File: src/rtl/adder_pkg.sv
// Shared definitions for the adder datapath stages.
//   DEF_SWIDTH    : default width of the adder's signed sum samples.
//   out_state_e   : two-state output register FSM (EMPTY / FULL).
//   calc_cw()     : window counter width, max(1, clog2(len)).
//   sat_max/min() : most positive / most negative value of a w-bit signed
//                   number, returned as 64-bit signed so callers can
//                   size-cast to whatever width they compare at.
package adder_pkg;

  localparam int DEF_SWIDTH = 8;

  typedef enum logic {
    ST_EMPTY = 1'b0,
    ST_FULL  = 1'b1
  } out_state_e;

  function automatic int calc_cw(input int len);
    return (len <= 2) ? 1 : $clog2(len);
  endfunction

  function automatic logic signed [63:0] sat_max(input int w);
    return (64'sd1 <<< (w - 1)) - 64'sd1;
  endfunction

  function automatic logic signed [63:0] sat_min(input int w);
    return -(64'sd1 <<< (w - 1));
  endfunction

endpackage

File: src/rtl/adder_accum_if.sv
// Bus bundle between the signed adder (upstream), the window accumulator and
// the statistics logic (downstream).
//   clear                         : restart the window in progress.
//   in_valid/in_ready/in_data     : sample stream into the accumulator.
//   out_valid/out_ready/out_total,
//   out_zero/out_sat              : one result per completed window.
// Handshake: a transfer happens on a rising clk edge where valid && ready.
// The producer keeps valid and data stable until that edge; ready may depend
// combinationally on the other side's signals, valid never depends on ready.
// master = the environment around the accumulator, slave = the accumulator.
interface adder_accum_if #(
  parameter int SWIDTH = 8,
  parameter int AWIDTH = SWIDTH + 4
) ();

  logic                     clear;
  logic                     in_valid;
  logic                     in_ready;
  logic signed [SWIDTH-1:0] in_data;
  logic                     out_valid;
  logic                     out_ready;
  logic signed [AWIDTH-1:0] out_total;
  logic                     out_zero;
  logic                     out_sat;

  modport master (
    output clear, in_valid, in_data, out_ready,
    input  in_ready, out_valid, out_total, out_zero, out_sat
  );

  modport slave (
    input  clear, in_valid, in_data, out_ready,
    output in_ready, out_valid, out_total, out_zero, out_sat
  );

endinterface

File: src/rtl/sat_add.sv
// Combinational signed add with clamping to an OW-bit signed result.
//   a_i   : AW-bit signed operand.
//   b_i   : BW-bit signed operand.
//   sum_o : OW-bit signed result, clamped to [-2^(OW-1), 2^(OW-1)-1].
//   ovf_o : high when the clamp was applied.
module sat_add
  import adder_pkg::*;
#(
  parameter int AW = 12,
  parameter int BW = 8,
  parameter int OW = 12
) (
  input  logic signed [AW-1:0] a_i,
  input  logic signed [BW-1:0] b_i,
  output logic signed [OW-1:0] sum_o,
  output logic                 ovf_o
);

  // One bit wider than the widest of the three widths, so the raw sum never
  // wraps and both clamp bounds are representable.
  localparam int MW = (AW > BW) ? AW : BW;
  localparam int IW = ((MW > OW) ? MW : OW) + 1;

  localparam logic signed [IW-1:0] MAXV = IW'(sat_max(OW));
  localparam logic signed [IW-1:0] MINV = IW'(sat_min(OW));

  logic signed [IW-1:0] a_ext;
  logic signed [IW-1:0] b_ext;
  logic signed [IW-1:0] raw;

  assign a_ext = {{(IW - AW){a_i[AW-1]}}, a_i};
  assign b_ext = {{(IW - BW){b_i[BW-1]}}, b_i};
  assign raw   = a_ext + b_ext;

  always_comb begin
    sum_o = raw[OW-1:0];
    ovf_o = 1'b0;
    if (raw > MAXV) begin
      sum_o = MAXV[OW-1:0];
      ovf_o = 1'b1;
    end else if (raw < MINV) begin
      sum_o = MINV[OW-1:0];
      ovf_o = 1'b1;
    end
  end

endmodule

File: src/rtl/adder_accum.sv
// Windowed saturating accumulator behind the signed adder.
// Sums LEN consecutive accepted samples, clamping at every step, and emits
// one total per window together with a zero flag and a sticky saturation
// flag. The output is a registered slot; while it is held unaccepted the
// input stalls.
//   clk, rst  : clock and synchronous active-high reset.
//   bus       : adder_accum_if slave (clear, input stream, output result).
//   state_o   : output FSM state (ST_FULL exactly when out_valid is high).
module adder_accum
  import adder_pkg::*;
#(
  parameter int SWIDTH = DEF_SWIDTH,
  parameter int LEN    = 4,
  parameter int AWIDTH = SWIDTH + 4
) (
  input  logic        clk,
  input  logic        rst,
  adder_accum_if.slave bus,
  output out_state_e  state_o
);

  localparam int            CW   = calc_cw(LEN);
  localparam logic [CW-1:0] LAST = CW'(LEN - 1);

  logic signed [AWIDTH-1:0] acc_q, acc_d;
  logic [CW-1:0]            cnt_q, cnt_d;
  logic                     sacc_q, sacc_d;
  out_state_e               state_q, state_d;
  logic signed [AWIDTH-1:0] total_q, total_d;
  logic                     zero_q, zero_d;
  logic                     osat_q, osat_d;

  logic signed [AWIDTH-1:0] sat_sum;
  logic                     clamp;
  logic                     in_ready;
  logic                     in_fire;
  logic                     out_fire;
  logic                     final_acc;

  // The slot is free when empty, or when it is being drained this cycle.
  assign in_ready  = (state_q == ST_EMPTY) || bus.out_ready;
  assign in_fire   = bus.in_valid && in_ready;
  assign out_fire  = (state_q == ST_FULL) && bus.out_ready;
  // clear wins over a simultaneous accept, so that sample never closes a window.
  assign final_acc = !bus.clear && in_fire && (cnt_q == LAST);

  sat_add #(
    .AW(AWIDTH),
    .BW(SWIDTH),
    .OW(AWIDTH)
  ) u_sat_add (
    .a_i  (acc_q),
    .b_i  (bus.in_data),
    .sum_o(sat_sum),
    .ovf_o(clamp)
  );

  // Window datapath: accumulator, counter, sticky flag and result register.
  always_comb begin
    acc_d   = acc_q;
    cnt_d   = cnt_q;
    sacc_d  = sacc_q;
    total_d = total_q;
    zero_d  = zero_q;
    osat_d  = osat_q;
    if (bus.clear) begin
      acc_d  = '0;
      cnt_d  = '0;
      sacc_d = 1'b0;
    end else if (in_fire) begin
      if (cnt_q == LAST) begin
        total_d = sat_sum;
        zero_d  = (sat_sum == '0);
        osat_d  = sacc_q | clamp;
        acc_d   = '0;
        cnt_d   = '0;
        sacc_d  = 1'b0;
      end else begin
        acc_d  = sat_sum;
        cnt_d  = cnt_q + 1'b1;
        sacc_d = sacc_q | clamp;
      end
    end
  end

  // Output slot FSM. A final accept while FULL implies out_fire (in_ready
  // needs out_ready), so the new result simply replaces the drained one.
  always_comb begin
    state_d = state_q;
    case (state_q)
      ST_EMPTY: if (final_acc) state_d = ST_FULL;
      ST_FULL:  if (out_fire && !final_acc) state_d = ST_EMPTY;
      default:  state_d = ST_EMPTY;
    endcase
  end

  always_ff @(posedge clk) begin
    if (rst) begin
      acc_q   <= '0;
      cnt_q   <= '0;
      sacc_q  <= 1'b0;
      state_q <= ST_EMPTY;
      total_q <= '0;
      zero_q  <= 1'b0;
      osat_q  <= 1'b0;
    end else begin
      acc_q   <= acc_d;
      cnt_q   <= cnt_d;
      sacc_q  <= sacc_d;
      state_q <= state_d;
      total_q <= total_d;
      zero_q  <= zero_d;
      osat_q  <= osat_d;
    end
  end

  assign bus.in_ready  = in_ready;
  assign bus.out_valid = (state_q == ST_FULL);
  assign bus.out_total = total_q;
  assign bus.out_zero  = zero_q;
  assign bus.out_sat   = osat_q;
  assign state_o       = state_q;

endmodule

File: src/flat_wrapper.sv
// flat-port wrapper written by rule: the top's interface ports become plain ports
module adder_accum_flat import adder_pkg::*;
#(
  parameter int SWIDTH = DEF_SWIDTH,
  parameter int LEN    = 4,
  parameter int AWIDTH = SWIDTH + 4
)
  (clk, rst, state_o, bus_clear, bus_in_valid, bus_in_data, bus_out_ready, bus_in_ready, bus_out_valid, bus_out_total, bus_out_zero, bus_out_sat);
  adder_accum_if #(.SWIDTH(SWIDTH), .AWIDTH(AWIDTH)) bus_i ();
  input  logic clk;
  input  logic rst;
  output out_state_e state_o;
  input wire logic [$bits(bus_i.clear)-1:0] bus_clear;
  input wire logic [$bits(bus_i.in_valid)-1:0] bus_in_valid;
  input wire logic [$bits(bus_i.in_data)-1:0] bus_in_data;
  input wire logic [$bits(bus_i.out_ready)-1:0] bus_out_ready;
  output wire logic [$bits(bus_i.in_ready)-1:0] bus_in_ready;
  output wire logic [$bits(bus_i.out_valid)-1:0] bus_out_valid;
  output wire logic [$bits(bus_i.out_total)-1:0] bus_out_total;
  output wire logic [$bits(bus_i.out_zero)-1:0] bus_out_zero;
  output wire logic [$bits(bus_i.out_sat)-1:0] bus_out_sat;
  assign bus_i.clear = bus_clear;
  assign bus_i.in_valid = bus_in_valid;
  assign bus_i.in_data = bus_in_data;
  assign bus_i.out_ready = bus_out_ready;
  assign bus_in_ready = bus_i.in_ready;
  assign bus_out_valid = bus_i.out_valid;
  assign bus_out_total = bus_i.out_total;
  assign bus_out_zero = bus_i.out_zero;
  assign bus_out_sat = bus_i.out_sat;
  adder_accum #(.SWIDTH(SWIDTH), .LEN(LEN), .AWIDTH(AWIDTH)) u_core (.clk(clk), .rst(rst), .bus(bus_i), .state_o(state_o));
endmodule
File: config.mk
export PLATFORM = sky130hd
export DESIGN_NAME = adder_accum_flat
export DESIGN_NICKNAME = d
export VERILOG_FILES = /design/src/rtl/adder_pkg.sv /design/src/rtl/adder_accum_if.sv /design/src/rtl/sat_add.sv /design/src/rtl/adder_accum.sv /design/src/flat_wrapper.sv
export SDC_FILE = /design/constraint.sdc
export NUM_CORES = 1
export LEC_CHECK = 0
export ABC_CLOCK_PERIOD_IN_PS = 2720
export CAP_MARGIN = 10
export CORE_MARGIN = 5
export CORE_UTILIZATION = 30
export CTS_CLUSTER_SIZE = 12
export DETAILED_ROUTE_END_ITERATION = 6
export PLACE_DENSITY_LB_ADDON = 0.05
export SYNTH_ARGS = -nofsm -noshare
export SYNTH_HDL_FRONTEND = slang
export SYNTH_SLANG_ARGS = --single-unit
File: constraint.sdc
create_clock -name clk -period 2.72 [get_ports clk]
set_clock_uncertainty 0.15 [all_clocks]
set_input_delay 0.408 -clock clk [delete_from_list [all_inputs] [get_ports clk]]
set_output_delay 0.408 -clock clk [all_outputs]
set_load 0.02 [all_outputs]
==> CHANGELOG.md, run 1 <==
## Flow update

- Fp util: 31.05%
- Pre-antenna DRT Iters: 4
- Initial antenna violation count: 0
- CTS tree: done
- Die height: 91.31 um
- Worst slack, placed: -0.6089 ns
- Hold WS: 0.3062 ns
- Number of port buffers: 29
- Crit path buffers/inverters: 1
- Yosys Chip Area: 1983 um^2
- Leak: 1.284 nW
- Top_reg_cell synth: dfxtp_1
- Dominant logic cell type in the layout: buf_4
- Final Cycle Share: 95.85%
- Final min period: 2.607 ns
- Worst-path maximum fanout: 4
- Hold Vio Cnt, Final: 0
- Filler cells: 649
- Remaining antenna violation count after routing: 0
- Pwr per Cell Area: 405.3 nW/um^2
- Final WS setup: 0.1130 ns
- Seq cells post-synth: 30
- Max-slew violation count: 0
- CTS Buffer Depth: 2
- Clk pin slew, worst setup/hold paths: 0.06 ns
- Crit Path Category: reg2reg
- Vias in the first global route: 2,044
- Yosys cell count: 238
- CTS Hold Buffers Added: 0
- Drt via density: 4.985
- Syn avg cell area: 8.333 um^2
- Top cell area share: 30.28%
- Die area: 8337 um^2
- Most frequent cells in the layout: buf_4, nand2_1, dfxtp_1
- Post-Layout Cell Count: 408
- Status: finished clean
- Num CTS Buffers: 5
- DRC violations left: 0
- Largest net degree at the start of global routing: 17
- Synth Cell Area: 1983 um^2
- CP arrival: 2.66 ns
- Tool warnings: 27
- Dpl cells: 397
- Latency at later pin: 0.28 ns
- CP cell instances: ha_4, inv_2, fa_2, nand2b_4, a211oi_4, o21ai_2, a311oi_2, o311ai_1, or4b_1, a31oi_1
- Unrepaired setup endpoints after global routing: yes
- Register Area: 603.1 um^2
- CP required: 2.78 ns
- Total of max-cap violations: 0
- Area Growth Syn to Fin: 56.97%
- Netlist cell types: 56
- Mapped Nets: 265
- Worst setup SP type: flop
- Fin nets: 359
- I/O pins: 30
- CP max-delay cell: or4b_1
- Number of enable flip-flop cells: 0
- Die W: 91.31 um
- Cell taking the most area after synthesis: dfxtp_1
- First-pass GRT wire length: 10,300 um
- Max_slew headroom: 45.63%
- CP delay by family, top: AND-OR/OR-AND gates
- Logic area: 1494 um^2
- DP Wirelength: 4970 um
- GPL Wtd Cong: 0.9402
- Layout cells sized above 1: 36.86%
- Final setup vio count: 0
- Yosys warns: 0
- Register share after synthesis: 30.28%
- Setup TNS: 0 ns
- Global route overflow: 0
- Clock sink count: 30
run 1: state kept, by name, summed over array words and instances, names as in the netlist:
| signal | flops |
|---|---|
| u_core.bus.out_sat | 1 |
| u_core.cnt_q | 2 |
| u_core.bus.out_zero | 1 |
| u_core.sacc_q | 1 |
| u_core.bus.out_total | 12 |
| u_core.bus.out_valid | 1 |
| u_core.acc_q | 12 |
run 1: cells in the mapped netlist, drive strengths merged (2+ instances only):
cell / count
dfxtp: 30
ha: 13
nor3: 8
a21o: 2
a211o: 3
o21a: 5
nand3: 4
buf: 2
o21ai: 14
nand4: 2
nand2: 31
o211ai: 4
xor2: 3
o31a: 2
o311ai: 2
clkbuf: 10
nor3b: 2
nor4: 3
xnor2: 5
nand2b: 2
inv: 6
nor2: 26
a21oi: 25
o31ai: 3
a22o: 4
or2: 2
a211oi: 10
run 1: power by group:
group	total (mW)	internal, mW	switching [mW]
Clock	0.346	0.195	0.151
Combinational	0.451	0.233	0.218
Sequential	0.465	0.452	0.0130
Total	1.26	0.879	0.383
run 1: tightest hold or removal path: stages, from the launching register on:
cell	delay (ns)
dfxtp_1	0.31
nand2_1	0.05
a21oi_1	0.05
run 1: metrics by stage:
stage / power, mW / instance area [um^2]
after global routing: 1.341 / 3113
after detailed placement: 0.8770 / 2823
final: 1.262 / 3113
after CTS: 1.259 / 3038
after floorplan: 0.6763 / 2013
after global placement: 0.8792 / 2823
run 1: metal layers:
layer / part of all wire (%) / wire, um / vias up / GRT usage (%)
met4: 1.3 / 80 / 0 / 4.156
li1: - / - / 1055 / -
met3: 3.5 / 213 / 9 / 3.058
met1: 50 / 3100 / 932 / 22.41
met5: 0 / 0 / - / 0
met2: 45 / 2749 / 38 / 22.84
run 1: final timing paths:
kind,depth (start not counted),to,from,slack (ns)
worst min-delay path,2,u_core.bus.out_total[1]$_SDFFE_PP0P_,u_core.bus.out_total[1]$_SDFFE_PP0P_,0.31
worst max-delay path,10,u_core.bus.out_zero$_SDFFE_PP0P_,u_core.acc_q[0]$_SDFFE_PP0P_,0.11
worst min register to register,2,u_core.bus.out_total[1]$_SDFFE_PP0P_,u_core.bus.out_total[1]$_SDFFE_PP0P_,0.31
worst max register to register,10,u_core.bus.out_zero$_SDFFE_PP0P_,u_core.acc_q[0]$_SDFFE_PP0P_,0.11
run 1: final cells by class:
type / instances / share of cell area (%)
repair buffers: 99 / 26.17
clock buffers: 6 / 2.653
multi-input cells: 190 / 47.99
well taps: 77 / 3.095
flip-flops and latches: 30 / 19.37
inverters: 6 / 0.7235
run 1: what timing repair did:
item | in CTS | in global routing
resized | 29 | 19
buffers inserted | 3 | 2
setup endpoints to repair | 25 | 14
pin swaps | 16 | 10
run 1: kinds of logic (layout without fill, tap and decap cells):
kind of cell | count (synthesis) | count (layout) | share of synthesized area [%]
simple gates | 86 | 86 | 20.76
buf+inv | 18 | 111 | 4.416
fa+ha+maj | 14 | 14 | 9.212
xor+xnor | 8 | 8 | 3.533
flops | 30 | 30 | 30.28
compound gates | 82 | 82 | 31.80
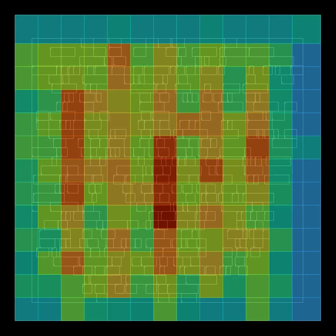
Fig. 1. Track usage over the die (run 1).
DR WL/cell: 15.06 um
met2 usage: 22.84%
final core utilization: 48.75%
gr usage total: 15.33%
met3 Track Usage GR: 3.058%

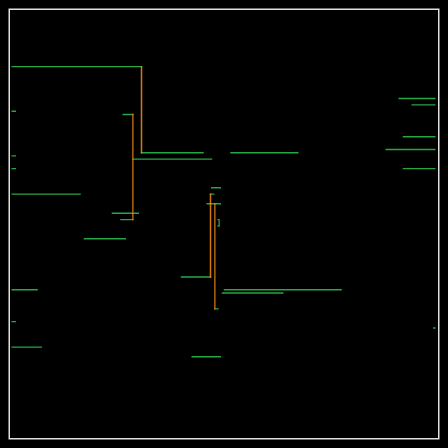
Fig. 2. Metal layers overlaid (run 1).
Only two layers are drawn.
| layer | color | wire length |
|---|---|---|
| met4 | orange | 80.9 um |
| met3 | green | 213 um |
drt total wl: 6143 um
via count: 2,034

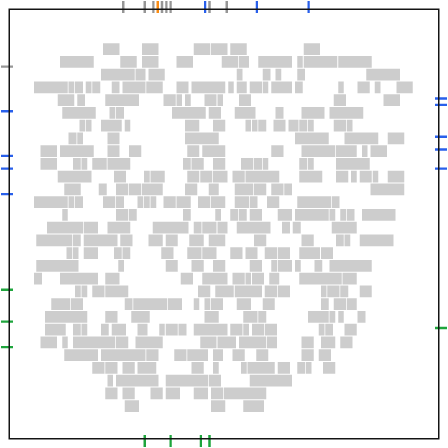
Fig. 3. Pin map (run 1).
Pins as bars across the die edge, other pins in gray.
| port | color | pins | direction | edge |
|---|---|---|---|---|
| bus_out_total | blue | 12 | output | 5 right, 4 left, 3 top |
| bus_out_valid | orange | 1 | output | top |
| bus_in_data | green | 8 | input | 4 bottom, 3 left, 1 right |

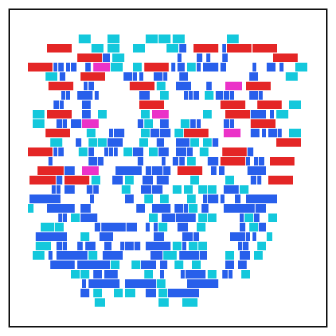
Fig. 4. Cell classes on the final placement (run 1).
| class | color | cells | share of their area |
|---|---|---|---|
| clock drivers and dummy loads | magenta | 6 | 2.7% |
| flip-flops | red | 30 | 20% |
| other buffers and delay cells | cyan | 99 | 27% |
| all other logic | blue | 196 | 50% |
core box area: 6386 um^2
# rows: 29
fin area: 3113 um^2

==> run 1 -> run 2 <==
--- a/config.mk
+++ b/config.mk
@@ -8,10 +8,11 @@
 export ABC_CLOCK_PERIOD_IN_PS = 2720
 export CAP_MARGIN = 10
 export CORE_MARGIN = 5
-export CORE_UTILIZATION = 30
+export CORE_UTILIZATION = 49
 export CTS_CLUSTER_SIZE = 12
 export DETAILED_ROUTE_END_ITERATION = 6
 export PLACE_DENSITY_LB_ADDON = 0.05
 export SYNTH_ARGS = -nofsm -noshare
 export SYNTH_HDL_FRONTEND = slang
 export SYNTH_SLANG_ARGS = --single-unit
+export TNS_END_PERCENT = 20
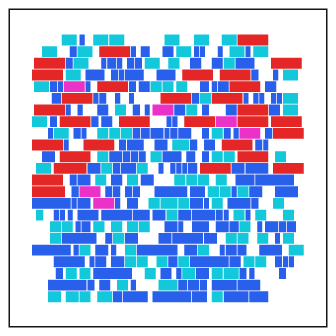
Fig. 5. Cell classes on the final placement (run 2).
| class | color | cells | share of their area |
|---|---|---|---|
| flip-flops | red | 30 | 20% |
| other buffers and delay cells | cyan | 96 | 27% |
| clock drivers and dummy loads | magenta | 6 | 2.8% |
| all other logic | blue | 196 | 50% |
final core utilization: 76.50%
fin area: 3038 um^2
register share of the cell area: 19.85%
core box area: 3971 um^2

==> run 2 against run 1 <==
The run now ends with negative setup slack left. Clock-buffer cell count unchanged. Largest power group unchanged. Sequential share of layout area up 0.48 points. Global-route usage up 7.9 points. First-iteration DRC count up 130%. Via count up 4.1%. Non-clock buffer count down 3.
==> CHANGELOG.md, run 2 <==
## Flow update

- Status: complete, but fails checks
- Failing checks: negative setup slack
- Leak: 1.242 nW
- Largest net degree at the start of global routing: 19
- I/O pins: 30
- Cell taking the most area after synthesis: dfxtp_1
- Number of enable flip-flop cells: 0
- Remaining antenna violation count after routing: 0
- DR WL/cell: 16.08 um
- First-pass GRT wire length: 9611 um
- Flop2flop setup slack: 0 ns
- Post-Layout Cell Count: 378
- Syn avg cell area: 8.333 um^2
- Hold WS: 0.3100 ns
- Synth top cells by count: dfxtp_1, nand2_1, nor2_1
- Synth Cell Area: 1983 um^2
- Num CTS Buffers: 5
- Total of max-cap violations: 0
- Pwr per Cell Area: 408.4 nW/um^2
- CP Launch Point: bus_in_data[3]
- Final Cycle Share: 102.7%
- Clk pin slew, worst setup/hold paths: 0.06 ns
- Final min period: 2.793 ns
- CP delay by family, top: simple AND/OR/NAND/NOR gates
- Critical Path End: u_core.bus.out_zero$_SDFFE_PP0P_
- Count leader, synth: dfxtp_1
- DRC violations left: 0
- CP arrival: 2.85 ns
- Yosys warns: 0
- Pre-antenna DRT Iters: 4
- Mapped Nets: 265
- Met3 WL post-DR: 299 um
- Die area: 5419 um^2
- Top cell area share: 30.28%
- CTS Hold Buffers Added: 0
- Hold Vio Cnt, Final: 0
- Final setup vio count: 1
- Register share after synthesis: 30.28%
- Max-slew violation count: 0
- Worst-path maximum fanout: 3
- RR Startpoint: u_core.acc_q[0]$_SDFFE_PP0P_
- Seq cells post-synth: 30
- WL met2: 2950 um
- Die height: 73.62 um
- Placed Area: 2729 um^2
- CP required: 2.78 ns
- Die W: 73.62 um
- DP Wirelength: 4467 um
- Routed metal-1 wire length: 2744 um
- Vias in the first global route: 2,004
- Top_reg_cell synth: dfxtp_1
- Final WS setup: -0.07260 ns
- Dpl cells: 362
- Global route overflow: 0
- Worst setup SP type: primary input
- CTS tree: done
- Initial antenna violation count: 0
- Yosys Chip Area: 1983 um^2
- Top sig layer: met4
- Stages on worst setup path: 9
- Fp util: 49.94%
- CP cell instances: clkdlybuf4s50_1, ha_4, nand2_4, o311ai_4, nand2_2, xnor2_1, or3b_1, or4b_1, a31oi_1
- Reg2Reg Depth: 10
-- run 2: cell counts after synthesis --
Identical to the previous run, type by type.
-- run 2: cell families (layout without fill, tap and decap cells) --
group / Yosys count / in the layout / synth area share (%)
AND-OR/OR-AND: 82 / 82 / 31.80
AND/OR/NAND/NOR: 86 / 86 / 20.76
flip-flops: 30 / 30 / 30.28
adder cells (fa/ha/maj): 14 / 14 / 9.212
XOR/XNOR: 8 / 8 / 3.533
buffers and inverters: 18 / 108 / 4.416
-- run 2: cell type report --
type | count | area, um^2 | area share, %
Inverter | 6 | 22.52 | 0.7414
Clock buffer | 6 | 82.58 | 2.718
Tap cell | 50 | 62.56 | 2.059
Multi-Input combinational cell | 190 | 1473 | 48.48
Timing Repair Buffer | 96 | 794.5 | 26.15
Sequential cell | 30 | 603.1 | 19.85
-- run 2: power breakdown --
| group | total [mW] | switching (mW) | internal (mW) |
|---|---|---|---|
| logic | 0.432 | 0.213 | 0.219 |
| clock network | 0.345 | 0.151 | 0.195 |
| registers | 0.464 | 0.0118 | 0.452 |
-- run 2: worst min-delay path by stage --
stage                                    startpoint                                   end  cells after the start
6_report               u_core.cnt_q[1]$_SDFFE_PP0P_          u_core.cnt_q[1]$_SDFFE_PP0P_                      2
3_3_place_gp             u_core.sacc_q$_SDFFE_PP0P_            u_core.sacc_q$_SDFFE_PP0P_                      2
2_1_floorplan            u_core.sacc_q$_SDFFE_PP0P_            u_core.sacc_q$_SDFFE_PP0P_                      2
5_1_grt                u_core.cnt_q[1]$_SDFFE_PP0P_          u_core.cnt_q[1]$_SDFFE_PP0P_                      2
3_5_place_dp             u_core.sacc_q$_SDFFE_PP0P_            u_core.sacc_q$_SDFFE_PP0P_                      2
4_1_cts        u_core.bus.out_total[1]$_SDFFE_PP0P_  u_core.bus.out_total[1]$_SDFFE_PP0P_                      2
-- run 2: worst register-to-register path, cell delays in order, from the launching register on --
cell and delay [ns]:
dfxtp_2 0.35, ha_4 0.14, inv_2 0.03, fa_2 0.33
nand2b_4 0.16, a211oi_4 0.32, o21ai_2 0.09, a311oi_2 0.31
o311ai_1 0.14, or4b_1 0.48, a31oi_1 0.17
-- run 2: stage by stage --
| stage | setup slack [ns] | setup TNS [ns] | power, mW |
|---|---|---|---|
| finish | -0.07260 | -0.07260 | 1.241 |
| global route | -0.1294 | -0.6992 | 1.301 |
| CTS | -0.005043 | -0.005043 | 1.218 |
| detailed placement | -0.6143 | -11.43 | 0.8518 |
| global placement | -0.5296 | -10.62 | 0.8488 |
| floorplan | 0.03824 | 0 | 0.6763 |
-- run 2: routing by layer --
layer / global-route usage, % / vias to the layer above
li1: - / 1053
met1: 30.76 / 1000
met2: 38.98 / 52
met3: 4.378 / 12
met4: 5.231 / 0
met5: 0 / -
-- run 2: timing repair --
action	CTS	global route
endpoints found under the setup margin	25	20
pin swaps	15	19
resized	27	18
setup buffers	2	8
==> run 2 -> run 3 <==
--- a/config.mk
+++ b/config.mk
@@ -5,6 +5,7 @@
 export SDC_FILE = /design/constraint.sdc
 export NUM_CORES = 1
 export LEC_CHECK = 0
+export ABC_AREA = 1
 export ABC_CLOCK_PERIOD_IN_PS = 2720
 export CAP_MARGIN = 10
 export CORE_MARGIN = 5
@@ -12,6 +13,7 @@
 export CTS_CLUSTER_SIZE = 12
 export DETAILED_ROUTE_END_ITERATION = 6
 export PLACE_DENSITY_LB_ADDON = 0.05
+export SKIP_LAST_GASP = 1
 export SYNTH_ARGS = -nofsm -noshare
 export SYNTH_HDL_FRONTEND = slang
 export SYNTH_SLANG_ARGS = --single-unit
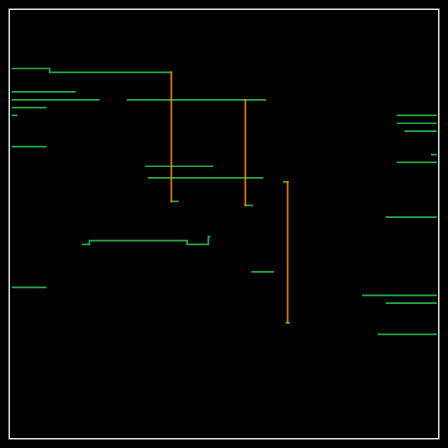
Fig. 6. Metal layers overlaid (run 3).
Only two layers are drawn.
| layer | color | wire length |
|---|---|---|
| met3 | green | 224 um |
| met4 | orange | 65.3 um |
drt total wl: 5173 um
DR WL/cell: 12.26 um
gr usage total: 19.98%

==> run 3 against run 2 <==
The run now ends clean. Total power rose by 0.81%. Highest routed layer unchanged. Final area fell by 10%. Critical path depth rose by 10. Global-route usage fell by 3.2 points. Die size rose by 2.2%. Routed wire length fell by 15%. Sequential power fell by 1%. Via count fell by 1.5%. Utilization fell by 8.3 points. Largest cell class unchanged.
==> CHANGELOG.md, run 3 <==
## Flow update

- Status: finished clean
- CP required: 2.80 ns
- Fp util: 50.86%
- Max_slew headroom: 68.28%
- CTS Buffer Depth: 2
- Syn avg cell area: 6.542 um^2
- Post-Layout Cell Count: 422
- Vias in the first global route: 1,908
- Dominant logic cell type in the layout: nand2_1
- Max-slew violation count: 0
- Root Buffer: clkbuf_8
- Register share after synthesis: 29.52%
- Unrepaired setup endpoints after global routing: yes
- Number of port buffers: 29
- CP max-delay cell: clkdlybuf4s50_1
- Tot Pwr: 1.251 mW
- Pre-antenna DRT Iters: 4
- Setup TNS: 0 ns
- Clk pin slew, worst setup/hold paths: 0.07 ns
- Tool warnings: 27
- Area Growth Syn to Fin: 34.07%
- Final Cycle Share: 97.00%
- Core box area: 4000 um^2
- Total of max-cap violations: 0
- Synth Cell Area: 2034 um^2
- Final setup vio count: 0
- MUX share of area: 0%
- Aoi share: 12.36%
- Flop2flop setup slack: 0.32 ns
- First-pass GRT wire length: 8438 um
- Register share of total power: 36.7%
- Reg2Reg Depth: 18
- GPL Wtd Cong: 0.8243
- Comb power frac: 29.4%
- Top cell area share: 29.52%
- Layout cells sized above 1: 19.62%
- Mapped Nets: 338
- Clock sink count: 30
- Largest net degree at the start of global routing: 17
- Yosys cell count: 311
- CP cell instances: clkdlybuf4s50_1, ha_2, inv_1, fa_2, inv_2, nand2_2, nand2_2, nand3_1, nand2_2, nand2_2, nand2_1, nand2_1, nand2_2, nand2_4, nand2_2, nand3_1, nor2_2, nand3_2, a21oi_2
- Worst-path maximum fanout: 7
- CTS Hold Buffers Added: 0
- Int Power: 0.8645 mW
- Switching pwr: 0.3862 mW
- Worst setup SP type: primary input
- Count leader, synth: nand2_1
- Adder Area Share: 8.979%
- Yosys warns: 0
- RR Endpoint: u_core.bus.out_zero$_SDFFE_PP0P_
- Clock share of power: 33.9%
- Final min period: 2.638 ns
- Hold Vio Cnt, Final: 0
- Largest logic family: simple AND/OR/NAND/NOR gates
- Fin nets: 398
- Netlist cell types: 31
- Synth top cells by count: nand2_1, inv_1, nor2_1
- Latency at later pin: 0.28 ns
- Yosys xor share: 3.014%
- CP arrival: 2.71 ns
- Drt via density: 4.943
- # rows: 23
- Filler cells: 367
- VDD IR max: 0.5601 mV
- Pwr per Cell Area: 458.5 nW/um^2
- Yosys Chip Area: 2034 um^2
- Most frequent cells in the layout: nand2_1, inv_1, nor2_1
- Die height: 74.44 um
- Top_reg_cell synth: dfxtp_1
- Num CTS Buffers: 5
- Die area: 5541 um^2
- CP Launch Point: bus_in_data[0]
- Remaining antenna violation count after routing: 0
- I/O pins: 30
- Critical Path End: u_core.bus.out_zero$_SDFFE_PP0P_
- Leak: 1.397 nW
- Post-synthesis simple-gate area fraction: 36.35%
- Cell taking the most area after synthesis: dfxtp_1
- Final core utilization: 68.19%
- Global route overflow: 0
- Number of enable flip-flop cells: 0
- CTS tree: done
run 3: cell types whose count changed in the layout (fill, tap and decap cells not counted), moves of 8 or more:
cell,change
nand2_2,+14
inv_1,+32
buf_4,-34
nor2_1,+8
ha_1,+10
nand2_1,+59
nand3_1,+15
run 3: worst min-delay path by stage:
| stage | startpoint | to | slack [ns] | depth (start not counted) |
|---|---|---|---|---|
| floorplan | u_core.cnt_q[1]$_SDFFE_PP0P_ | u_core.cnt_q[1]$_SDFFE_PP0P_ | 0.29 | 2 |
| global placement | u_core.cnt_q[1]$_SDFFE_PP0P_ | u_core.cnt_q[1]$_SDFFE_PP0P_ | 0.31 | 2 |
| detailed placement | u_core.acc_q[0]$_SDFFE_PP0P_ | u_core.acc_q[0]$_SDFFE_PP0P_ | 0.32 | 2 |
| CTS | u_core.acc_q[0]$_SDFFE_PP0P_ | u_core.acc_q[0]$_SDFFE_PP0P_ | 0.33 | 2 |
| global route | u_core.acc_q[0]$_SDFFE_PP0P_ | u_core.acc_q[0]$_SDFFE_PP0P_ | 0.35 | 2 |
| finish | u_core.cnt_q[1]$_SDFFE_PP0P_ | u_core.cnt_q[1]$_SDFFE_PP0P_ | 0.32 | 2 |
run 3: cells by family (layout without fill, tap and decap cells):
| kind of cell | Yosys count | in the layout |
|---|---|---|
| AND-OR/OR-AND | 46 | 46 |
| adder cells (fa/ha/maj) | 14 | 14 |
| AND/OR/NAND/NOR | 167 | 168 |
| XOR/XNOR | 7 | 7 |
| flip-flops | 30 | 30 |
| buffers and inverters | 47 | 107 |
run 3: stage by stage:
stage                     setup slack [ns]  hold slack, ns  cell area, um^2
after floorplan                     0.3466          0.2948             2034
after global placement             -0.2240          0.3068             2561
after detailed placement           -0.2917          0.3161             2561
after CTS                         0.008356          0.3254             2671
after global routing              -0.07154          0.3460             2728
final                              0.08172          0.3220             2728
run 3: final cells by class:
class                   count  area (um^2)  share of cell area (%)
multi-input cells         235         1269                   46.51
flip-flops and latches     30        600.6                   22.02
repair buffers             61        543.0                   19.91
inverters                  38        142.6                   5.229
clock buffers               8        110.1                   4.037
well taps                  50        62.56                   2.294
run 3: layer usage:
layer  up-vias  share of wire (%)  GRT usage (%)
li1       1104                  -              -
met1       947                 48          25.27
met2        29                 47          33.07
met3         6                4.3          5.946
met4         0                1.3          5.534
met5         -                  0              0
run 3: power by group through the flow:
stage / clock [mW] / combinational [mW] / sequential [mW]
2_1_floorplan: 0 / 0.220 / 0.466
3_3_place_gp: 0 / 0.343 / 0.469
3_5_place_dp: 0 / 0.347 / 0.469
4_1_cts: 0.429 / 0.349 / 0.459
5_1_grt: 0.459 / 0.406 / 0.460
6_report: 0.424 / 0.367 / 0.459
run 3: worst max-delay path: cells and delay by family:
| family | cells | cell delay, ns |
|---|---|---|
| AND-OR/OR-AND | 1 | 0.11 |
| adder cells (fa/ha/maj) | 2 | 0.52 |
| AND/OR/NAND/NOR | 13 | 1.09 |
| buffers and inverters | 3 | 0.58 |
run 3: what timing repair did:
item,CTS,global route
resized,0,11
setup buffers,0,3
endpoints found under the setup margin,0,23

==> notes/layouts.md <==
Pictures saved along the way, in no particular order.

Clock network drawn from the DEF.
Plate I
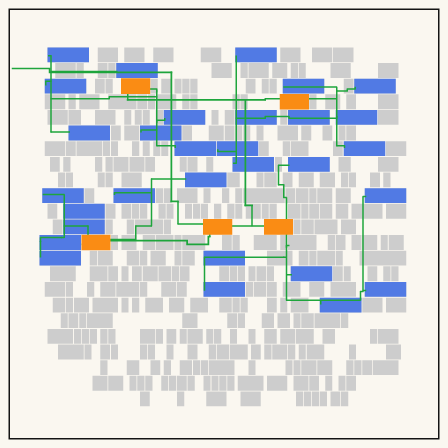
Plate II
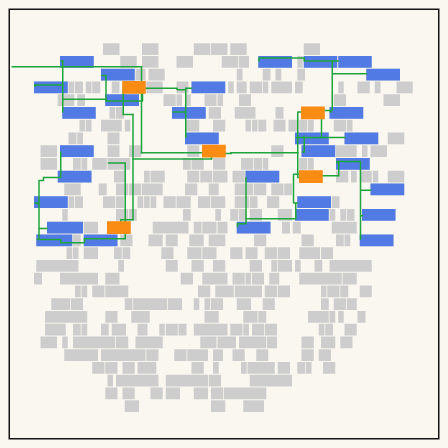
| from | picture |
|---|---|
| run 1 | Plate II |
| run 3 | Plate I |

Power and IR drop assume default switching activity.
